sizes.png
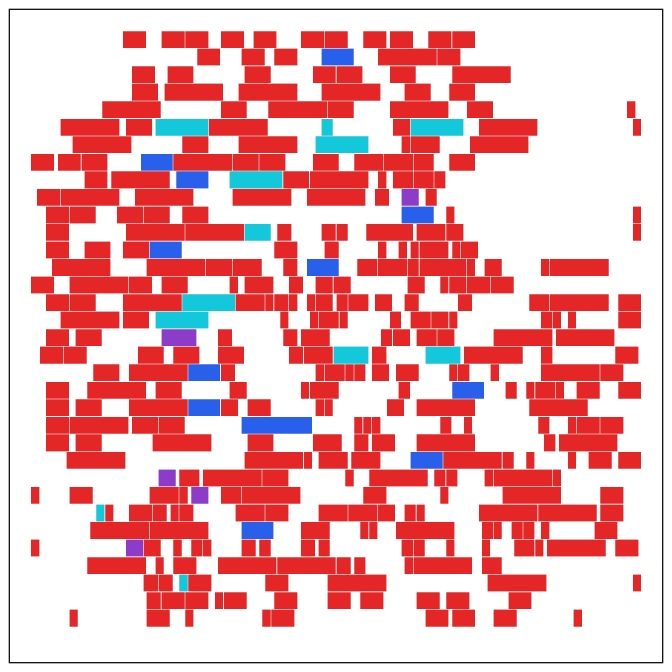
clk_routes.png
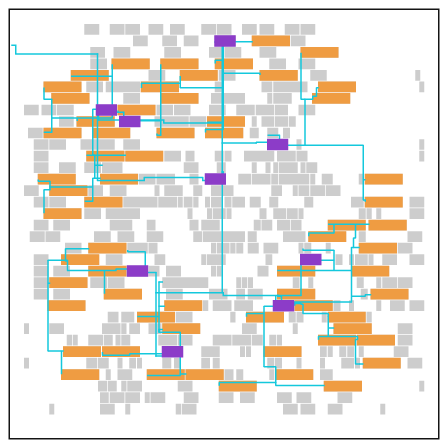
placement_by_type.png
Bar = 20 µm.
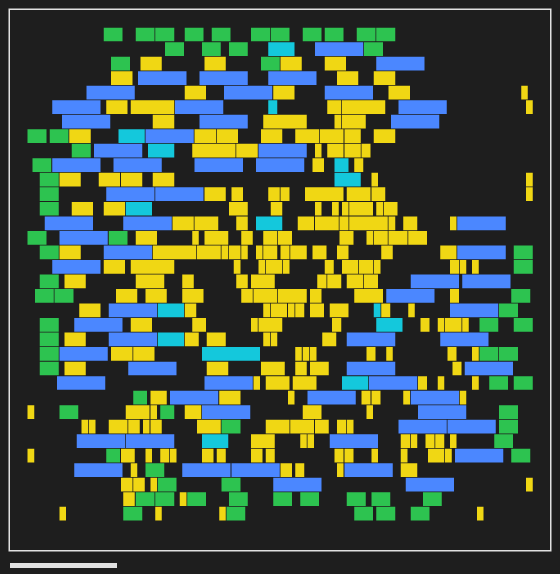
layer_met1.png
Supply wires on this layer in grey.
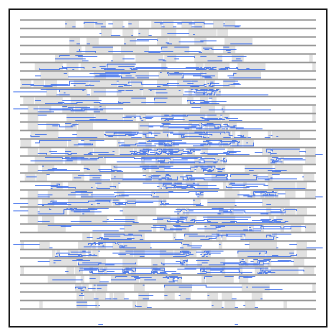
==> src/rtl/alu_vec_sequencer.sv <==
// alu_vec_sequencer
//
// Processes one packed vector command lane by lane through a single shared
// scalar ALU. A command is accepted in IDLE, each lane is computed in one EXEC
// cycle, and the full result vector is presented in DONE until consumed.
//
// Optional feature: define ALU_VEC_SEQ_B2B_EN to accept a new command on the
// same edge that hands off the previous response (zero idle cycles between
// commands). When it is undefined, DONE always returns to IDLE first.
//
// Ports:
//   clk, rst       clock, asynchronous active-high reset
//   cmd_valid      command offered
//   cmd_ready      command accepted when cmd_valid && cmd_ready on a rising edge
//   cmd_select     opcode: ADD SUB AND OR XOR NOT SHL CMP (000..111)
//   cmd_a, cmd_b   packed operands, lane i at [i*WIDTH +: WIDTH]
//   rsp_valid      result vector available
//   rsp_ready      result consumed when rsp_valid && rsp_ready
//   rsp_data       lane i result at [i*8 +: 8]
//   rsp_carry      per-lane carry/borrow
//   busy           high in EXEC and DONE
//   lane_idx       lane being processed in EXEC, 0 otherwise
module alu_vec_sequencer #(
  parameter int unsigned WIDTH  = 4,
  parameter int unsigned N_LANE = 4
) (
  input  logic                        clk,
  input  logic                        rst,
  input  logic                        cmd_valid,
  output logic                        cmd_ready,
  input  logic [2:0]                  cmd_select,
  input  logic [WIDTH*N_LANE-1:0]     cmd_a,
  input  logic [WIDTH*N_LANE-1:0]     cmd_b,
  output logic                        rsp_valid,
  input  logic                        rsp_ready,
  output logic [8*N_LANE-1:0]         rsp_data,
  output logic [N_LANE-1:0]           rsp_carry,
  output logic                        busy,
  output logic [$clog2(N_LANE)-1:0]   lane_idx
);

  localparam int unsigned LaneW = $clog2(N_LANE);

  typedef enum logic [1:0] {StIdle, StExec, StDone} state_e;

  state_e                    state_q, state_d;
  logic [LaneW-1:0]          lane_q, lane_d;
  logic [2:0]                sel_q, sel_d;
  logic [WIDTH*N_LANE-1:0]   a_q, a_d, b_q, b_d;
  logic [8*N_LANE-1:0]       data_q, data_d;
  logic [N_LANE-1:0]         carry_q, carry_d;

  // Shared scalar ALU operating on the lane selected by lane_q
  logic [WIDTH-1:0] op_a, op_b, diff;
  logic [WIDTH:0]   sum, res_w;
  logic             is_cmp, alu_carry;
  logic             lt, eq, gt;
  logic [7:0]       alu_res;

  always_comb begin
    op_a      = a_q[int'(lane_q)*WIDTH +: WIDTH];
    op_b      = b_q[int'(lane_q)*WIDTH +: WIDTH];
    sum       = {1'b0, op_a} + {1'b0, op_b};
    diff      = op_a - op_b;
    lt        = op_a < op_b;
    eq        = op_a == op_b;
    gt        = op_a > op_b;
    res_w     = '0;
    alu_carry = 1'b0;
    is_cmp    = 1'b0;
    case (sel_q)
      3'b000: begin
        res_w     = sum;
        alu_carry = sum[WIDTH];
      end
      3'b001: begin
        res_w     = {1'b0, diff};
        alu_carry = lt;
      end
      3'b010: res_w = {1'b0, op_a & op_b};
      3'b011: res_w = {1'b0, op_a | op_b};
      3'b100: res_w = {1'b0, op_a ^ op_b};
      3'b101: res_w = {1'b0, ~op_a};
      3'b110: begin
        res_w     = {op_a, 1'b0};
        alu_carry = op_a[WIDTH-1];
      end
      default: is_cmp = 1'b1;
    endcase
    alu_res = is_cmp ? {5'b0, gt, eq, lt} : 8'(res_w);
  end

  always_comb begin
    state_d   = state_q;
    lane_d    = lane_q;
    sel_d     = sel_q;
    a_d       = a_q;
    b_d       = b_q;
    data_d    = data_q;
    carry_d   = carry_q;
    cmd_ready = 1'b0;
    unique case (state_q)
      StIdle: begin
        cmd_ready = 1'b1;
        if (cmd_valid) begin
          sel_d   = cmd_select;
          a_d     = cmd_a;
          b_d     = cmd_b;
          lane_d  = '0;
          state_d = StExec;
        end
      end
      StExec: begin
        data_d[int'(lane_q)*8 +: 8] = alu_res;
        carry_d[lane_q]             = alu_carry;
        if (lane_q == LaneW'(N_LANE - 1)) begin
          lane_d  = '0;
          state_d = StDone;
        end else begin
          lane_d = lane_q + LaneW'(1);
        end
      end
      StDone: begin
`ifdef ALU_VEC_SEQ_B2B_EN
        cmd_ready = rsp_ready;
        if (rsp_ready) begin
          if (cmd_valid) begin
            sel_d   = cmd_select;
            a_d     = cmd_a;
            b_d     = cmd_b;
            lane_d  = '0;
            state_d = StExec;
          end else begin
            state_d = StIdle;
          end
        end
`else
        if (rsp_ready) state_d = StIdle;
`endif
      end
      default: state_d = StIdle;
    endcase
  end

  always_ff @(posedge clk or posedge rst) begin
    if (rst) begin
      state_q <= StIdle;
      lane_q  <= '0;
      sel_q   <= '0;
      a_q     <= '0;
      b_q     <= '0;
      data_q  <= '0;
      carry_q <= '0;
    end else begin
      state_q <= state_d;
      lane_q  <= lane_d;
      sel_q   <= sel_d;
      a_q     <= a_d;
      b_q     <= b_d;
      data_q  <= data_d;
      carry_q <= carry_d;
    end
  end

  assign rsp_valid = (state_q == StDone);
  assign busy      = (state_q != StIdle);
  assign lane_idx  = lane_q;
  assign rsp_data  = data_q;
  assign rsp_carry = carry_q;

endmodule

==> config.mk <==
export PLATFORM = sky130hd
export DESIGN_NAME = alu_vec_sequencer
export DESIGN_NICKNAME = d
export VERILOG_FILES = /design/src/rtl/alu_vec_sequencer.sv
export SDC_FILE = /design/constraint.sdc
export NUM_CORES = 1
export LEC_CHECK = 0
export CELL_PAD_IN_SITES_DETAIL_PLACEMENT = 0
export CELL_PAD_IN_SITES_GLOBAL_PLACEMENT = 1
export CORE_MARGIN = 3
export CORE_UTILIZATION = 39
export DETAILED_ROUTE_END_ITERATION = 7
export GPL_TIMING_DRIVEN = 1
export PLACE_DENSITY_LB_ADDON = 0.25
export SYNTH_ARGS = -nofsm -noshare
export SYNTH_HDL_FRONTEND = slang
export SYNTH_SLANG_ARGS = --single-unit
export TNS_END_PERCENT = 10
==> constraint.sdc <==
create_clock -name clk -period 4.4 [get_ports clk]
set_input_delay 0.44 -clock clk [delete_from_list [all_inputs] [get_ports clk]]
set_output_delay 0.44 -clock clk [all_outputs]
set_load 0.02 [all_outputs]
==> out/results.ini <==
[outcome]
status = completed

[placement]
place_inst = 476
portBuffers = 67
routabilityCongestion = 0.849
dp_hpwl_um = 5610

[critical_path]
cpMaxStageDelayCell = dfrtp_1
cp-endpoint = rsp_data[27]$_DFFE_PP0P_
reg2reg_slack_ps = 730
crit_buf_inv = 1
ff2ff_path_depth = 9
cp_max_fo = 22
crit_path_start_kind = flop
cp_cell_sequence = mux2_2, mux2i_1, inv_1, ha_1, a21oi_1, nor3b_1, or4_1, a311oi_2, o21ai_1
critPathTopFamily = flip-flops
worstReg2RegEnd = rsp_data[27]$_DFFE_PP0P_
required_ps = 4620

[die]
die_x_um = 101
floorplan.core_util_pct = 40.3

[timing]
hold_viol_final = 0
fin_crit_ps = 3670
finalClockSkew_ps = 8.59
slew_headroom_pct = 36.3
finalSetupTns_ps = 0
whs_ps = 267

[yosys]
yosysTopAreaCell = dfrtp_1
muxShareOfSynthArea_pct = 18.1
netlist_logic_family_top = multiplexers
yosys_warnings = 0
synthArstFlopShare_pct = 100
synthAoiAreaFrac_pct = 11.8
synth-edff-count = 0
avgSynthCellArea_um2 = 11.2
synth_area_um2 = 3530
synthTopCellsByArea = dfrtp_1, mux2_1, ha_1

[drt]
drc = 0
vias_per_cell = 5.15
wl_per_cell_um = 15.5
route.met2.wl_um = 3510

[power]
switching_share_pct = 44.0
powerDensity_nw_per_um2 = 843
share_comb_of_total_power_pct = 57.0
ir_worst_vdd_mv = 0.295
pg_seq_uw = 1100
comb-power_uw = 2130

[layout]
antenna_cells = 0
fillers = 815
area_delta_synth_final_pct = 25.7
register_area_um2 = 1580
layout.cells.non_filler = 491
drive_gt1_share_pct = 7.57

[global_route]
grt_antenna_before_repair = 0
grt_pass1_wl_um = 12800
use_met1_pct = 22.5
grt_util_met3_pct = 4.06

[clock_network]
cts_sinks = 63
clk_pin_slew_worst_paths_ps = 70
htreeDepth = 3
cts.repair.resized = 0

[job]
maxCapViolations = 0

-- sizes.png (at the start) --
[_2 cells] cyan | cells: 12 | share: 3.1% | most used: mux4_2
[_6 and larger] blue | cells: 12 | share: 3.1% | most used: clkbuf_8
[_3 and _4 cells] purple | cells: 5 | share: 1.3% | most used: buf_4
[_0 and _1 cells] red | cells: 354 | share: 92% | most used: clkdlybuf4s50_1

-- clk_routes.png (at the start) --
[clock drivers] purple | count: 9
[clock wires] cyan | length: 888 µm
[flip-flops] orange | count: 63
routed clock nets: 10
worst skew pair latency: 340 ps
clk pwr: 510 µW
Clk network pwr share: 13.6%

-- placement_by_type.png (at the start) --
[combinational and other logic] yellow | cells: 235 | share of their area: 43%
[remaining buffers and delay cells] green | cells: 70 | share of their area: 16%
[sequential cells] blue | cells: 63 | share of their area: 37%
[clock drivers and dummy loads] cyan | cells: 15 | share of their area: 4.6%
Seq area share: 35.5%
final core utilization: 50.6%
row cnt: 34
core area: 8760 µm²
design area: 4440 µm²

-- layer_met1.png (at the start) --
wire length on this layer: 3680 µm
longest straight run: 29.9 µm
DR vias: 2527
final wirelength: 7620 µm

-- state kept, by name, indices dropped and copies added, names as in the netlist --
register   cells
rsp_carry      4
rsp_data      20
b_q           16
lane_idx       2
sel_q          3
state_q        2
a_q           16
-- area by class of cell --
class	count	area share [%]
multi-input cells	214	39.6
flip-flops and latches	63	35.5
repair buffers	70	15.6
clock buffers	12	3.50
well taps	108	3.05
inverters	21	1.78
clock inverters	3	0.959
-- through the flow --
step | setup WS [ps] | util (%) | total power (µW)
floorplan | 1170 | - | 2610
detailed placement | 690 | 48.4 | 3240
CTS | 682 | 50.6 | 3770
finish | 730 | 50.6 | 3740
global route | 408 | 50.6 | 4080
global placement | 697 | 48.4 | 3220
Power is estimated from default activity; no workload was simulated.
